===== src/rtl/uart_frame_loader.sv =====
// UART (8N1) to framebuffer loader: a SYNC_BYTE starts a frame, then each byte becomes one 6-bit pixel.
// Optional trailing XOR checksum when UART_LOADER_CHECKSUM_EN is defined.
module uart_frame_loader #(
    parameter int         CLKS_PER_BIT = 868,
    parameter int         IMG_W        = 128,
    parameter int         IMG_H        = 128,
    parameter logic [7:0] SYNC_BYTE    = 8'hA5
) (
    input  logic        clk,
    input  logic        rst_n,
    input  logic        rx,
    output logic        wr_en,
    output logic [13:0] wr_addr,
    output logic [5:0]  wr_data,
    output logic        busy,
    output logic        frame_done,
    output logic        err
);

    localparam int               CNT_W     = $clog2(CLKS_PER_BIT);
    localparam logic [CNT_W-1:0] HALF_M1   = CNT_W'(CLKS_PER_BIT / 2 - 1);
    localparam logic [CNT_W-1:0] FULL_M1   = CNT_W'(CLKS_PER_BIT - 1);
    localparam logic [13:0]      LAST_ADDR = 14'(IMG_W * IMG_H - 1);

    typedef enum logic [2:0] {R_IDLE, R_START, R_DATA, R_STOP, R_BREAK} rx_state_t;
`ifdef UART_LOADER_CHECKSUM_EN
    typedef enum logic [1:0] {L_IDLE, L_LOAD, L_CSUM} ld_state_t;
`else
    typedef enum logic [1:0] {L_IDLE, L_LOAD} ld_state_t;
`endif

    // Stage p0/p1: two-flop synchroniser; rx_prev feeds the falling-edge detector
    logic rx_p0, rx_p1, rx_prev;

    always_ff @(posedge clk or negedge rst_n) begin
        if (!rst_n) begin
            rx_p0   <= 1'b1;
            rx_p1   <= 1'b1;
            rx_prev <= 1'b1;
        end else begin
            rx_p0   <= rx;
            rx_p1   <= rx_p0;
            rx_prev <= rx_p1;
        end
    end

    rx_state_t        r_state, r_state_nxt;
    logic [CNT_W-1:0] cnt, cnt_nxt;
    logic [2:0]       bit_idx, bit_idx_nxt;
    logic [7:0]       shift, shift_nxt;
    logic             byte_vld, frame_err;

    always_ff @(posedge clk or negedge rst_n) begin
        if (!rst_n) begin
            r_state <= R_IDLE;
            cnt     <= '0;
            bit_idx <= '0;
            shift   <= '0;
        end else begin
            r_state <= r_state_nxt;
            cnt     <= cnt_nxt;
            bit_idx <= bit_idx_nxt;
            shift   <= shift_nxt;
        end
    end

    always_comb begin
        r_state_nxt = r_state;
        cnt_nxt     = cnt;
        bit_idx_nxt = bit_idx;
        shift_nxt   = shift;
        byte_vld    = 1'b0;
        frame_err   = 1'b0;
        case (r_state)
            R_IDLE: begin
                cnt_nxt = '0;
                if (rx_prev && !rx_p1) r_state_nxt = R_START;
            end
            R_START: begin
                if (cnt == HALF_M1) begin
                    cnt_nxt     = '0;
                    bit_idx_nxt = '0;
                    r_state_nxt = rx_p1 ? R_IDLE : R_DATA;
                end else begin
                    cnt_nxt = cnt + 1'b1;
                end
            end
            R_DATA: begin
                if (cnt == FULL_M1) begin
                    cnt_nxt     = '0;
                    shift_nxt   = {rx_p1, shift[7:1]};
                    bit_idx_nxt = bit_idx + 3'd1;
                    if (bit_idx == 3'd7) r_state_nxt = R_STOP;
                end else begin
                    cnt_nxt = cnt + 1'b1;
                end
            end
            R_STOP: begin
                if (cnt == FULL_M1) begin
                    cnt_nxt = '0;
                    if (rx_p1) begin
                        byte_vld    = 1'b1;
                        r_state_nxt = R_IDLE;
                    end else begin
                        frame_err   = 1'b1;
                        r_state_nxt = R_BREAK;
                    end
                end else begin
                    cnt_nxt = cnt + 1'b1;
                end
            end
            R_BREAK: begin
                // A held-low line must return high before another start bit is considered
                if (rx_p1) r_state_nxt = R_IDLE;
            end
            default: r_state_nxt = R_IDLE;
        endcase
    end

    logic       ld_vld, ld_err;
    logic [7:0] ld_byte;

`ifdef UART_LOADER_CHECKSUM_EN
    // Stage p2: extra register between receiver and loader in checksum builds
    always_ff @(posedge clk or negedge rst_n) begin
        if (!rst_n) begin
            ld_vld <= 1'b0;
            ld_err <= 1'b0;
        end else begin
            ld_vld <= byte_vld;
            ld_err <= frame_err;
        end
    end

    always_ff @(posedge clk) begin
        ld_byte <= shift;
    end
`else
    assign ld_vld  = byte_vld;
    assign ld_err  = frame_err;
    assign ld_byte = shift;
`endif

    ld_state_t   l_state, l_state_nxt;
    logic [13:0] addr, addr_nxt;
    logic        wr_en_nxt, busy_nxt, frame_done_nxt, err_nxt;
    logic [13:0] wr_addr_nxt;
    logic [5:0]  wr_data_nxt;
`ifdef UART_LOADER_CHECKSUM_EN
    logic [7:0]  csum, csum_nxt;
`endif

    always_ff @(posedge clk or negedge rst_n) begin
        if (!rst_n) begin
            l_state    <= L_IDLE;
            addr       <= '0;
            wr_en      <= 1'b0;
            wr_addr    <= '0;
            wr_data    <= '0;
            busy       <= 1'b0;
            frame_done <= 1'b0;
            err        <= 1'b0;
`ifdef UART_LOADER_CHECKSUM_EN
            csum       <= '0;
`endif
        end else begin
            l_state    <= l_state_nxt;
            addr       <= addr_nxt;
            wr_en      <= wr_en_nxt;
            wr_addr    <= wr_addr_nxt;
            wr_data    <= wr_data_nxt;
            busy       <= busy_nxt;
            frame_done <= frame_done_nxt;
            err        <= err_nxt;
`ifdef UART_LOADER_CHECKSUM_EN
            csum       <= csum_nxt;
`endif
        end
    end

    always_comb begin
        l_state_nxt    = l_state;
        addr_nxt       = addr;
        wr_en_nxt      = 1'b0;
        wr_addr_nxt    = wr_addr;
        wr_data_nxt    = wr_data;
        busy_nxt       = busy;
        frame_done_nxt = 1'b0;
        err_nxt        = err;
`ifdef UART_LOADER_CHECKSUM_EN
        csum_nxt       = csum;
`endif
        case (l_state)
            L_IDLE: begin
                if (ld_vld && ld_byte == SYNC_BYTE) begin
                    l_state_nxt = L_LOAD;
                    busy_nxt    = 1'b1;
                    err_nxt     = 1'b0;
                    addr_nxt    = '0;
`ifdef UART_LOADER_CHECKSUM_EN
                    csum_nxt    = '0;
`endif
                end
                if (ld_err) err_nxt = 1'b1;
            end
            L_LOAD: begin
                if (ld_vld) begin
                    wr_en_nxt   = 1'b1;
                    wr_addr_nxt = addr;
                    wr_data_nxt = ld_byte[5:0];
                    addr_nxt    = addr + 14'd1;
`ifdef UART_LOADER_CHECKSUM_EN
                    csum_nxt    = csum ^ ld_byte;
`endif
                    if (addr == LAST_ADDR) begin
                        addr_nxt       = '0;
`ifdef UART_LOADER_CHECKSUM_EN
                        l_state_nxt    = L_CSUM;
`else
                        l_state_nxt    = L_IDLE;
                        busy_nxt       = 1'b0;
                        frame_done_nxt = 1'b1;
`endif
                    end
                end
                if (ld_err) begin
                    l_state_nxt = L_IDLE;
                    busy_nxt    = 1'b0;
                    err_nxt     = 1'b1;
                    addr_nxt    = '0;
                end
            end
`ifdef UART_LOADER_CHECKSUM_EN
            L_CSUM: begin
                if (ld_vld) begin
                    l_state_nxt = L_IDLE;
                    busy_nxt    = 1'b0;
                    if (ld_byte == csum) frame_done_nxt = 1'b1;
                    else                 err_nxt        = 1'b1;
                end
                if (ld_err) begin
                    l_state_nxt = L_IDLE;
                    busy_nxt    = 1'b0;
                    err_nxt     = 1'b1;
                end
            end
`endif
            default: l_state_nxt = L_IDLE;
        endcase
    end

endmodule


===== config.mk =====
export PLATFORM = sky130hd
export DESIGN_NAME = uart_frame_loader
export DESIGN_NICKNAME = d
export VERILOG_FILES = /design/src/rtl/uart_frame_loader.sv
export SDC_FILE = /design/constraint.sdc
export NUM_CORES = 1
export LEC_CHECK = 0
export CORE_ASPECT_RATIO = 1.1
export CORE_MARGIN = 10
export CORE_UTILIZATION = 53
export CTS_CLUSTER_SIZE = 8
export DETAILED_ROUTE_END_ITERATION = 10
export PLACE_DENSITY = 0.74
export SLEW_MARGIN = 20
export SYNTH_ARGS = -nofsm -noshare
export SYNTH_HDL_FRONTEND = slang
export SYNTH_SLANG_ARGS = --single-unit

===== constraint.sdc =====
create_clock -name clk -period 3 [get_ports clk]
set_input_delay 0.6 -clock clk [delete_from_list [all_inputs] [get_ports clk]]
set_output_delay 0.6 -clock clk [all_outputs]
set_load 0.01 [all_outputs]

Fig. 1: run 1, port wiring
Drawn at 3 px/um.
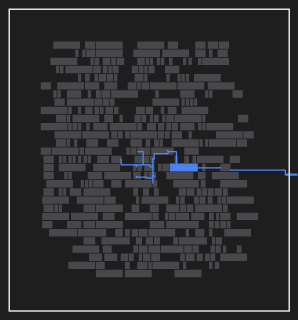
- blue: `busy` (bits 1; direction output; edge right; end cells 1; buffers 1; wire 88.1 um)
# IOs: 27
Port Buffers: 26

Fig. 2: run 1, placement view
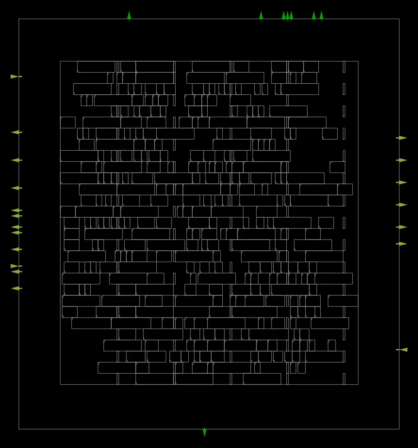
Seq area share: 45.1%
Tap Count: 77
Layout Utilization: 63.1%
row cnt: 29
final cell count without fillers: 415

==> results.tsv, run 1 <==
stage	metric	value	unit
final_layout	clkCellAreaFrac	5.50	%
logic_synthesis	yosysChipArea	3090	sq um
sta	finalSetupViolCount	0	
sta	fmax	463	MHz
logic_synthesis	numSynthFlops	65	
logic_synthesis	synthArstFlopShare	100	%
clock_network	cts_tree	built	
final_layout	n_all_inverters	6	
sta	hold_viol	0	
final_layout	postLayoutCellArea	3610	sq um
setup_path	regToRegSetupSlack	840	ps
hold_path	hp-class	in2async	
place	place_hpwl	4260	um
logic_synthesis	most_common_cell	nand2_1	
logic_synthesis	avgSynthCellArea	10.1	sq um
clock_network	clk_path_buf_depth	2	
power	power_clock	743	uW
power	power_frac_comb	8.9	%
logic_synthesis	top_cells_by_count	nand2_1 (73), dfrtp_1 (62), o21ai_0 (19), nand3_1 (12), nor2_1 (11)	
final_layout	nClkBuffers	13	
setup_path	crit_type	reg2reg	
setup_path	critPathLaunchType	flop	
detailed_routing	drt_iter0_markers	106	
final_layout	comb_area_share	38.1	%
clock_network	cts_resized	0	
power	p_int	1440	uW
floorplan	coreArea	5730	sq um
place	pre_cts_slack	848	ps
setup_path	slowest_delay	410	ps
power	p_leak	0.00170	uW
final_layout	buf_share	8.03	%
power	ir_worst_vdd	0.000402	V
power	seq_power	1020	uW
logic_synthesis	fp_nets	313	
final_layout	drive_gt1_share	11.8	%
sta	max_slew_margin	52.2	%
sta	slew_viol_final	0	
detailed_routing	post_drt_wl_per_cell	15.1	um
detailed_routing	drc	0	
power	clkPwrFrac	38.5	%
floorplan	fp-utilization	53.9	%
floorplan	die_area	9290	sq um
grt	grt_max_degree	37	
power	p_seq_share	52.7	%
clock_network	root_buffer	clkbuf_8	
setup_path	r2r-start	cnt[0]	
final_layout	lay_top_cells	nand2_1 (73), dfrtp_1 (62), clkdlybuf4s50_1 (25)	
clock_network	cts-buffers-inserted	9	
sta	worst_slack	840	ps
clock_network	clkLatencyLatePin	330	ps
run	warnings	27	
logic_synthesis	synth.area.top_cells	dfrtp_1 (50%), nand2_1 (8.9%), mux2_2 (3.6%)	
logic_synthesis	flop_cell	dfrtp_1	
logic_synthesis	yosysTopAreaCell	dfrtp_1	
power	switching_share	25.1	%
sta	setup_tns	0	ps
logic_synthesis	synth_warnings	0	
logic_synthesis	ys_cells	305	
status	status	complete, no violations	
sta	rsz0062_at_grt	false	
power	powerDensity	534	nW/um^2
setup_path	required	3280	ps
Fig. 3: run 1, I/O pins on the die edge
Drawn at 4 px/um. Pins as bars across the die edge, other pins in gray.
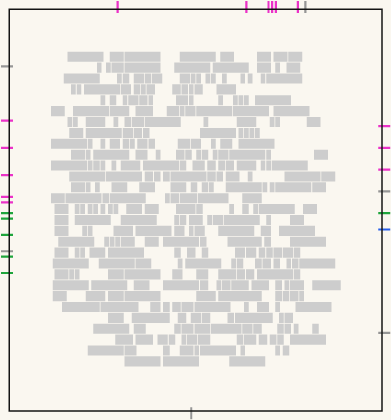
- magenta: `wr_addr` (pins 14; direction output; edge 6 top, 5 left, 3 right)
- green: `wr_data` (pins 6; direction output; edge 5 left, 1 right)
- blue: `busy` (pins 1; direction output; edge right)
die width: 92.8 um
Die Y: 100 um

==> run 1: critical path: cells and delay by family (launching register included) <==
family	cells	cell delay, ps
DFF	1	410
muxes	1	130
adders and majority gates	1	240
and+or+nand+nor	4	990
buffers and inverters	1	330
==> run 1: metal layers <==
metal  vias up  track usage, %  routed length (um)
met5         -               0                   0
met1      1117            18.5                3040
li1       1132               -                   -
met4         0            5.58                  63
met2        58            21.1                2810
met3         7            5.60                 370
==> run 1: stage by stage <==
step	instances	power [uW]	hold WS [ps]
after global placement	399	1190	346
final	415	1930	308
after floorplan	305	1150	304
after CTS	415	1950	313
after global routing	415	2030	344
after detailed placement	399	1200	347
==> run 1: sequential cells by signal (all words and copies together) (netlist names) <==
signal,cells
addr,14
bit_idx,3
cnt,10
err,1
frame_done,1
l_state,1
ld_byte,8
r_state,3
rx_p0,1
rx_p1,1
rx_prev,1
wr_addr,14
wr_data,6
wr_en,1
==> run 1: kinds of logic (layout without fill, tap and decap cells) <==
| logic type | after synthesis | after routing | synth area share (%) |
|---|---|---|---|
| compound gates | 60 | 60 | 13.7 |
| xor+xnor | 1 | 1 | 0.283 |
| flops | 65 | 65 | 52.8 |
| mux | 12 | 12 | 4.29 |
| buf+inv | 18 | 51 | 2.71 |
| fa+ha+maj | 5 | 5 | 2.02 |
| simple gates | 144 | 144 | 24.3 |
==> run 1: worst max path at each step <==
stage,from,endpoint,slack (ps)
after global placement,cnt[0],addr[8],950
after CTS,cnt[0],addr[8],830
after detailed placement,cnt[0],addr[8],850
final,cnt[0],addr[8],840
after floorplan,cnt[0],ld_byte[0],1090
after global routing,cnt[0],addr[8],600
==> run 2: changes to the inputs <==
clock period = 2.3 ns   (was 3 ns; I/O delays follow)
==> run 2 against run 1 <==
Net effect: final cell count up 0.96%; via count up 0.30%; synthesized area unchanged; register-to-register slack worse by 630 ps; largest cell class unchanged.
==> results.tsv, run 2 <==
stage	metric	value	unit	change
status	status	complete, no violations		unchanged
detailed_routing	drt_iter0_markers	92		was 106
floorplan	fp-utilization	53.9	%	unchanged
power	p_leak	0.00170	uW	about the same
logic_synthesis	yosysChipArea	3090	sq um	unchanged
clock_network	clkLatencyLatePin	330	ps	about the same
setup_path	r2r-start	cnt[0]		unchanged
final_layout	lay_top_cells	nand2_1 (73), dfrtp_1 (62), clkdlybuf4s50_1 (25)		unchanged
setup_path	regToRegSetupSlack	210	ps	was 840 ps
logic_synthesis	top_cells_by_count	nand2_1 (73), dfrtp_1 (62), o21ai_0 (19), nand3_1 (12), nor2_1 (11)		unchanged
logic_synthesis	most_common_cell	nand2_1		unchanged
detailed_routing	dr_wl_met3	321	um	was 370 um
detailed_routing	drc	0		unchanged
logic_synthesis	ys_cells	305		unchanged
clock_network	cts-buffers-inserted	9		unchanged
grt	met2_usage	21.9	%	was 21.1%
final_layout	fin_util	63.2	%	was 63.1%
detailed_routing	post_drt_wl_per_cell	15.5	um	was 15.1 um
clock_network	root_buffer	clkbuf_8		unchanged
floorplan	coreArea	5730	sq um	unchanged
clock_network	cts_tree	built		unchanged
logic_synthesis	synthArstFlopShare	100	%	unchanged
grt	grt_pass1_wl	10900	um	was 10800 um
grt	grt_max_degree	35		was 37
run	warnings	27		unchanged
detailed_routing	dr_wl_met2	3110	um	was 2810 um
floorplan	die_w	92.8	um	unchanged
power	p_int	1780	uW	was 1440 uW
clock_network	clk_path_buf_depth	2		unchanged
power	p_seq_share	54.9	%	was 52.7%
sta	fmax	479	MHz	was 463 MHz
final_layout	reg_top3	addr (14), wr_addr (14), cnt (10)		unchanged
setup_path	worstPathArrival	2300	ps	was 2440 ps
sta	max_slew_margin	57.7	%	was 52.2%
power	ir_worst_vdd	0.000520	V	was 0.000402 V
grt	globalRouteMet3Util	4.48	%	was 5.60%
logic_synthesis	avgSynthCellArea	10.1	sq um	unchanged
final_layout	drive_gt1_share	12.9	%	was 11.8%
clock_network	cts_sinks	65		unchanged
sta	finalSetupViolCount	0		unchanged
sta	holdWs	87.5	ps	was 308 ps
place	port_buffers	26		unchanged
sta	setup_tns	0	ps	unchanged
logic_synthesis	flop_cell	dfrtp_1		unchanged
floorplan	rows	29		unchanged
clock_network	cts_resized	0		unchanged
place	place_hpwl	4520	um	was 4260 um
power	totalPowerFinal	2420	uW	was 1930 uW
sta	hold_viol	0		unchanged
detailed_routing	met1_length	3000	um	was 3040 um
setup_path	slowest_delay	400	ps	was 410 ps
hold_path	hp-class	in2async		unchanged
setup_path	cp-endpoint	ld_byte[6]		was addr[8]
detailed_routing	top_layer_used	met4		unchanged
logic_synthesis	fp_nets	313		unchanged
setup_path	required	2510	ps	was 3280 ps
power	clkPwrFrac	35.6	%	was 38.5%
sta	rsz0062_at_grt	false		unchanged
logic_synthesis	synth.area.top_cells	dfrtp_1 (50%), nand2_1 (8.9%), mux2_2 (3.6%)		unchanged
floorplan	die_y	100	um	unchanged
power	powerDensity	667	nW/um^2	was 534 nW/um^2
setup_path	critPathLaunchType	flop		unchanged
floorplan	die_area	9290	sq um	unchanged
logic_synthesis	yosysTopAreaCell	dfrtp_1		unchanged
setup_path	startpoint	cnt[0]		unchanged
floorplan	pin_count	27		unchanged
logic_synthesis	numSynthFlops	65		unchanged
grt	top_usage_layer	met2		unchanged
## run 2: cell types whose count changed in the layout (fill, tap and decap cells not counted)
cell,before,now
bufinv_16,1,0
clkinvlp_4,0,1
buf_4,2,6
## run 2: power by group through the flow
stage / clock network, uW / registers, uW / logic, uW
final: 860 / 1330 / 230
after global routing: 919 / 1340 / 269
after CTS: 871 / 1320 / 235
after detailed placement: 0 / 1340 / 231
after global placement: 0 / 1340 / 223
after floorplan: 0 / 1290 / 212
## run 2: through the flow
step                      instances  setup WS [ps]
after CTS                       419            203
after floorplan                 305            389
final                           419            213
after global placement          403            312
after global routing            419           28.0
after detailed placement        403            242
## run 2: area by class of cell
cell class / count / area [sq um] / share of cell area, %
tap: 77 / 96.3 / 2.66
timing repair buffer: 33 / 320 / 8.84
sequential: 65 / 1630 / 45.0
inverter: 6 / 22.5 / 0.622
clock buffer: 13 / 159 / 4.39
multi-input combinational: 222 / 1380 / 38.0
clock inverter: 3 / 17.5 / 0.484
## run 2: critical path: cells and delay by family, from the launching register on
| family | cells | cell delay (ps) |
|---|---|---|
| AND/OR/NAND/NOR | 3 | 720 |
| flip-flops | 1 | 400 |
| multiplexers | 1 | 360 |
| adder cells (fa/ha/maj) | 1 | 250 |
| buffers and inverters | 1 | 220 |
## run 2: cells by family (layout without fill, tap and decap cells)
family          after synthesis  count (layout)  synth area share, %
compound gates               60              60                 13.7
flops                        65              65                 52.8
simple gates                144             144                 24.3
fa+ha+maj                     5               5                 2.02
xor+xnor                      1               1                0.283
mux                          12              12                 4.29
buf+inv                      18              55                 2.71
Fig. 4: run 2, I/O pins on the die edge
Drawn at 4 px/um. Pins as bars across the die edge, other pins in gray.
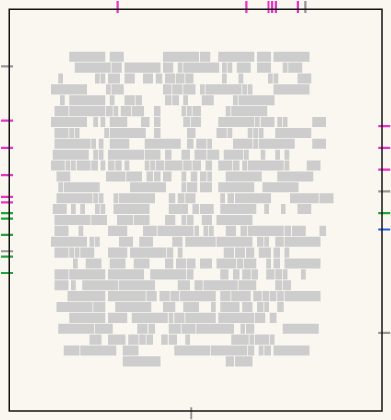
- magenta: `wr_addr` (pins 14; direction output; edge 6 top, 5 left, 3 right)
- green: `wr_data` (pins 6; direction output; edge 5 left, 1 right)
- blue: `busy` (pins 1; direction output; edge right)
- all pins by edge: 12 left, 7 right, 7 top, 1 bottom

Fig. 5: run 2, port wiring
Drawn at 3 px/um.
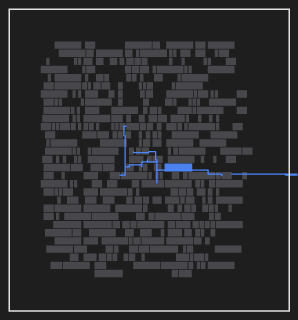
- blue: `busy` (bits 1; direction output; edge right; end cells 1; buffers 1; wire 94.7 um)

Fig. 6: run 2, cells by drive strength
Drawn at 4 px/um.
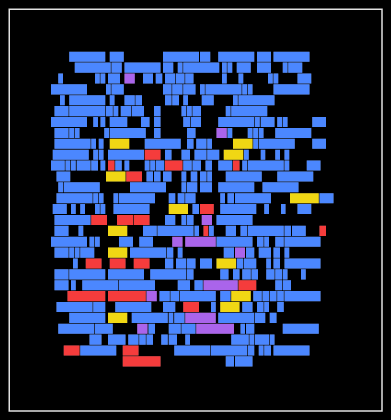
- blue: x1 and smaller (cells 298; share 87%; most used nand2_1)
- purple: x3 and x4 (cells 11; share 3.2%; most used buf_4)
- red: x2 (cells 21; share 6.1%; most used mux2_2)
- yellow: x6 and larger (cells 12; share 3.5%; most used clkbuf_8)

==> run 3: changes to the inputs <==
ABC_AREA = 1   (was unset)
GPL_TIMING_DRIVEN = 0   (was unset)
TNS_END_PERCENT = 30   (was unset)
==> run 3 against run 2 <==
Net effect: final area increased by 6.1%; clock power increased by about 50%; count of clock-buffer cells in the layout decreased by 4; utilization increased by 3.0 points; maximum frequency increased by 7.7%; non-clock buffer count increased by 2; setup slack improved by 150 ps; critical path depth increased by 4.
==> results.tsv, run 3 <==
stage	metric	value	unit	change
setup_path	critPathLaunchType	flop		unchanged
logic_synthesis	most_common_cell	nand2_1		unchanged
sta	hold_viol	0		unchanged
floorplan	pin_count	27		unchanged
power	p_leak	0.00188	uW	was 0.00170 uW
sta	fin_crit	1940	ps	was 2090 ps
detailed_routing	routed_wl	6930	um	was 6500 um
detailed_routing	post_drt_wl_per_cell	13.4	um	was 15.5 um
sta	skew	11.6	ps	was 14.8 ps
final_layout	lay_top_count	nand2_1		unchanged
hold_path	min_to	rx_p1		
sta	slew_viol_final	0		unchanged
clock_network	root_buffer	clkbuf_8		unchanged
power	totalPowerFinal	2930	uW	was 2420 uW
detailed_routing	avgViaCountPerCell	5.26		was 5.54
final_layout	drive_gt1_share	11.2	%	was 12.9%
setup_path	slowest_delay	410	ps	was 400 ps
run	warnings	27		unchanged
logic_synthesis	avgSynthCellArea	8.07	sq um	was 10.1 sq um
clock_network	cts_setup_buffers	0		unchanged
status	status	complete, no violations		unchanged
clock_network	cts_tree	built		unchanged
setup_path	worstPathArrival	2180	ps	was 2300 ps
logic_synthesis	ys_cells	395		was 305
place	pre_cts_slack	382	ps	was 242 ps
sta	max_slew_margin	65.2	%	was 57.7%
sta	tightest_slew	523	ps	was 630 ps
place	placed_area	3570	sq um	was 3450 sq um
setup_path	worstPathMaxFanout	10		was 11
setup_path	regToRegSetupSlack	360	ps	was 210 ps
grt	first_global_vias	2644		was 2266
power	powerDensity	763	nW/um^2	was 667 nW/um^2
final_layout	lay_top_cells	nand2_1 (105), dfrtp_1 (62), nor2_1 (42)		was nand2_1 (73), dfrtp_1 (62), clkdlybuf4s50_1 (25)
final_layout	postLayoutCellArea	3840	sq um	was 3620 sq um
logic_synthesis	synth.distinct_cells	33		was 48
logic_synthesis	edf_count	0		unchanged
floorplan	die_w	93.9	um	was 92.8 um
setup_path	r2r-start	cnt[0]		unchanged
detailed_routing	num_vias	2715		was 2321
detailed_routing	drc	0		unchanged
setup_path	crit_type	reg2reg		unchanged
logic_synthesis	fp_nets	403		was 313
setup_path	required	2540	ps	was 2510 ps
floorplan	rows	29		unchanged
grt	grt_max_degree	55		was 35
logic_synthesis	synthArstFlopShare	100	%	unchanged
power	ir_worst_vdd	0.000492	V	was 0.000520 V
clock_network	cts-buffers-inserted	9		unchanged
logic_synthesis	flop_cell	dfrtp_1		unchanged
detailed_routing	drt_iter0_markers	152		was 92
sta	timing.final.crit_share	84.3	%	was 90.8%
setup_path	reg2reg_depth	10		was 6
logic_synthesis	numSynthFlops	65		unchanged
place	place_hpwl	4960	um	was 4520 um
logic_synthesis	synth.area.top_cells	dfrtp_1 (49%), nand2_1 (12%), nor2_1 (4.9%)		was dfrtp_1 (50%), nand2_1 (8.9%), mux2_2 (3.6%)
clock_network	clk_path_buf_depth	2		unchanged
final_layout	fin_util	66.2	%	was 63.2%
place	placed_cells	499		was 403
floorplan	fp-utilization	54.9	%	was 53.9%
floorplan	die_y	101	um	was 100 um
hold_path	hp-class	reg2reg		was in2async
final_layout	nets	442		was 345
setup_path	startpoint	cnt[0]		unchanged
sta	finalSetupViolCount	0		unchanged
setup_path	path_cells	ha_1 -> inv_1 -> nor2_1 -> nand3_2 -> nor2_8 -> nand2_1 -> nand3_1 -> nand2_2 -> nand3_1 -> inv_1		was ha_1 -> nor4b_4 -> nand3_1 -> nor3_1 -> buf_4 -> mux2_2
detailed_routing	dr.pass1.iters	4		was 5
clock_network	clkLatencyLatePin	350	ps	was 330 ps
final_layout	syn_to_final_growth	20.7	%	was 17.2%
place	port_buffers	26		unchanged
logic_synthesis	synth_warnings	0		unchanged
grt	grt_pass1_wl	12100	um	was 10900 um
clock_network	cts_sinks	65		unchanged
sta	fmax	516	MHz	was 479 MHz
final_layout	reg_top3	addr (14), wr_addr (14), cnt (10)		unchanged
floorplan	die_area	9520	sq um	was 9290 sq um
place	gp_congestion	0.919		was 0.823
grt	gr-total-overflow	0		unchanged
clock_network	cts_resized	0		unchanged
logic_synthesis	yosysTopAreaCell	dfrtp_1		unchanged
setup_path	cp_slowest_cell	dfrtp_1		unchanged
run	cap_violations	0		unchanged
logic_synthesis	top_cells_by_count	nand2_1 (105), dfrtp_1 (62), nor2_1 (42), inv_1 (41), o21ai_0 (29)		was nand2_1 (73), dfrtp_1 (62), o21ai_0 (19), nand3_1 (12), nor2_1 (11)
logic_synthesis	yosysChipArea	3190	sq um	was 3090 sq um
detailed_routing	postRouteAntennaNets	0		unchanged
hold_path	hold_depth	0		
sta	worst_slack	362	ps	was 213 ps
sta	rsz0062_at_grt	false		unchanged
clock_network	htree_levels	3		unchanged
## run 3: worst max-delay path, delay by kind of cell (launching register included)
| family | cells | cell delay [ps] |
|---|---|---|
| adder cells (fa/ha/maj) | 1 | 210 |
| buffers and inverters | 2 | 90 |
| flip-flops | 1 | 410 |
| AND/OR/NAND/NOR | 7 | 1140 |
## run 3: area by class of cell
class                           count  area [sq um]
Buffer                              7          42.5
Clock buffer                        9           124
Clock inverter                      7           143
Fill cell                         490          1960
Inverter                           51           191
Multi-Input combinational cell    272          1320
Sequential cell                    65          1630
Tap cell                           77          96.3
Timing Repair Buffer               28           295
## run 3: power by group
group	internal [uW]	leakage [uW]	total, uW	switching (uW)
Sequential	1210	0.000885	1280	74.7
Clock	831	0.000133	1290	458
Combinational	124	0.000860	364	240
## run 3: how the worst max path moves through the flow
stage,endpoint,cells after the start
finish,addr[12],10
global route,wr_addr[9],9
CTS,addr[12],10
detailed placement,addr[12],10
global placement,wr_addr[13],1
floorplan,addr[12],11
## run 3: metrics by stage
stage,hold WS (ps),TNS [ps]
4_1_cts,360,0
2_1_floorplan,164,0
3_5_place_dp,317,0
6_report,361,0
5_1_grt,360,0
3_3_place_gp,350,-82960
## run 3: logic make-up after synthesis
group / count (synthesis) / share of synthesized area [%]
buffers and inverters: 58 / 7.34
XOR/XNOR: 3 / 0.825
adder cells (fa/ha/maj): 5 / 1.96
AND-OR/OR-AND: 60 / 9.74
flip-flops: 65 / 51.2
AND/OR/NAND/NOR: 204 / 29.0
## run 3: layer usage
metal / routed length [um] / GRT usage [%] / up-vias
li1: - / - / 1338
met2: 3440 / 26.1 / 57
met3: 287 / 3.55 / 13
met5: 0 / 0 / -
met1: 3040 / 18.6 / 1307
met4: 164 / 7.84 / 0
Fig. 7: run 3, port wiring
Drawn at 3 px/um.
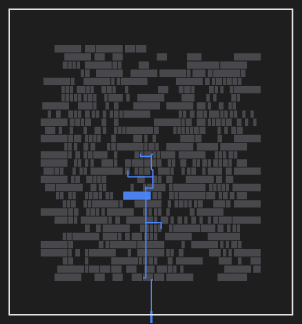
- blue: `busy` (bits 1; direction output; edge bottom; end cells 1; buffers 1; wire 81.0 um)

Fig. 8: run 3, placement view
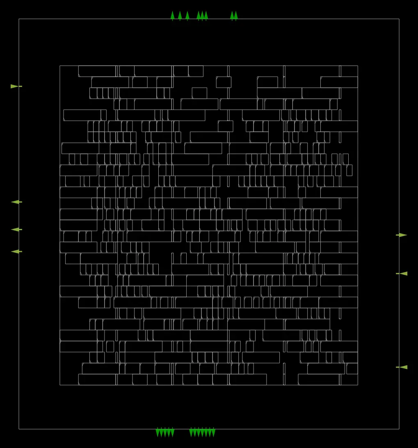
final cell count without fillers: 516
Filler Cell Count: 490
Seq cells: 65
core area: 5810 sq um

Fig. 9: run 3, I/O pins on the die edge
Drawn at 4 px/um. Pins as bars across the die edge, other pins in gray.
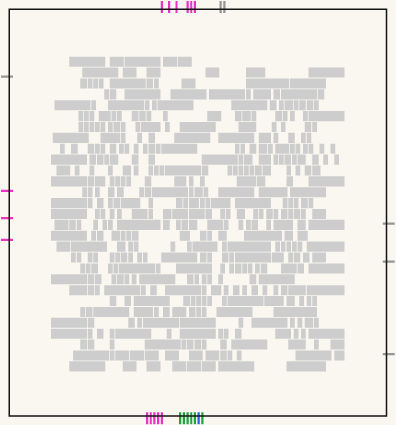
- magenta: `wr_addr` (pins 14; direction output; edge 6 top, 5 bottom, 3 left)
- green: `wr_data` (pins 6; direction output; edge bottom)
- blue: `busy` (pins 1; direction output; edge bottom)
- all pins by edge: 12 bottom, 8 top, 4 left, 3 right


==> notes/layouts.md <==
Pictures saved along the way, in no particular order.

Logic cells by family.
Drawn at 4 px/um.
picture 1
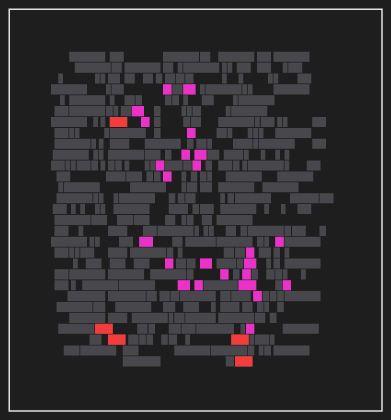
picture 2
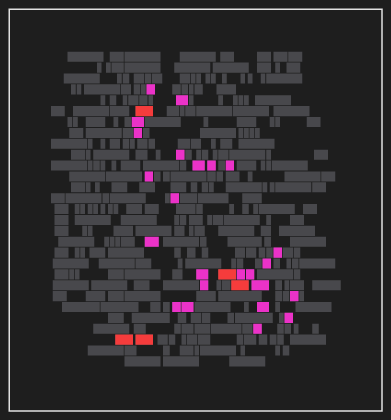
picture 3
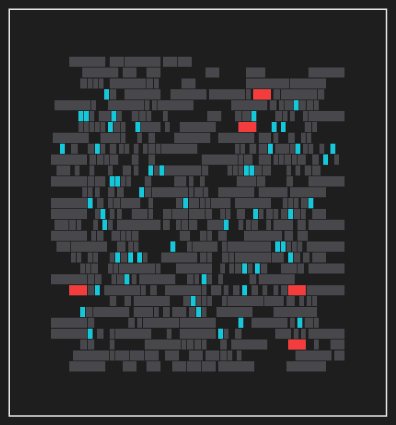
- picture 3 = run 3
- picture 1 = run 2
- picture 2 = run 1
The one with the most cells is picture 3.

Key to picture 1:
- magenta: and/or cells (cells 24)
- red: fa/ha/maj cells (cells 5)

No activity file was given, so power comes from the tool's default toggle rates.
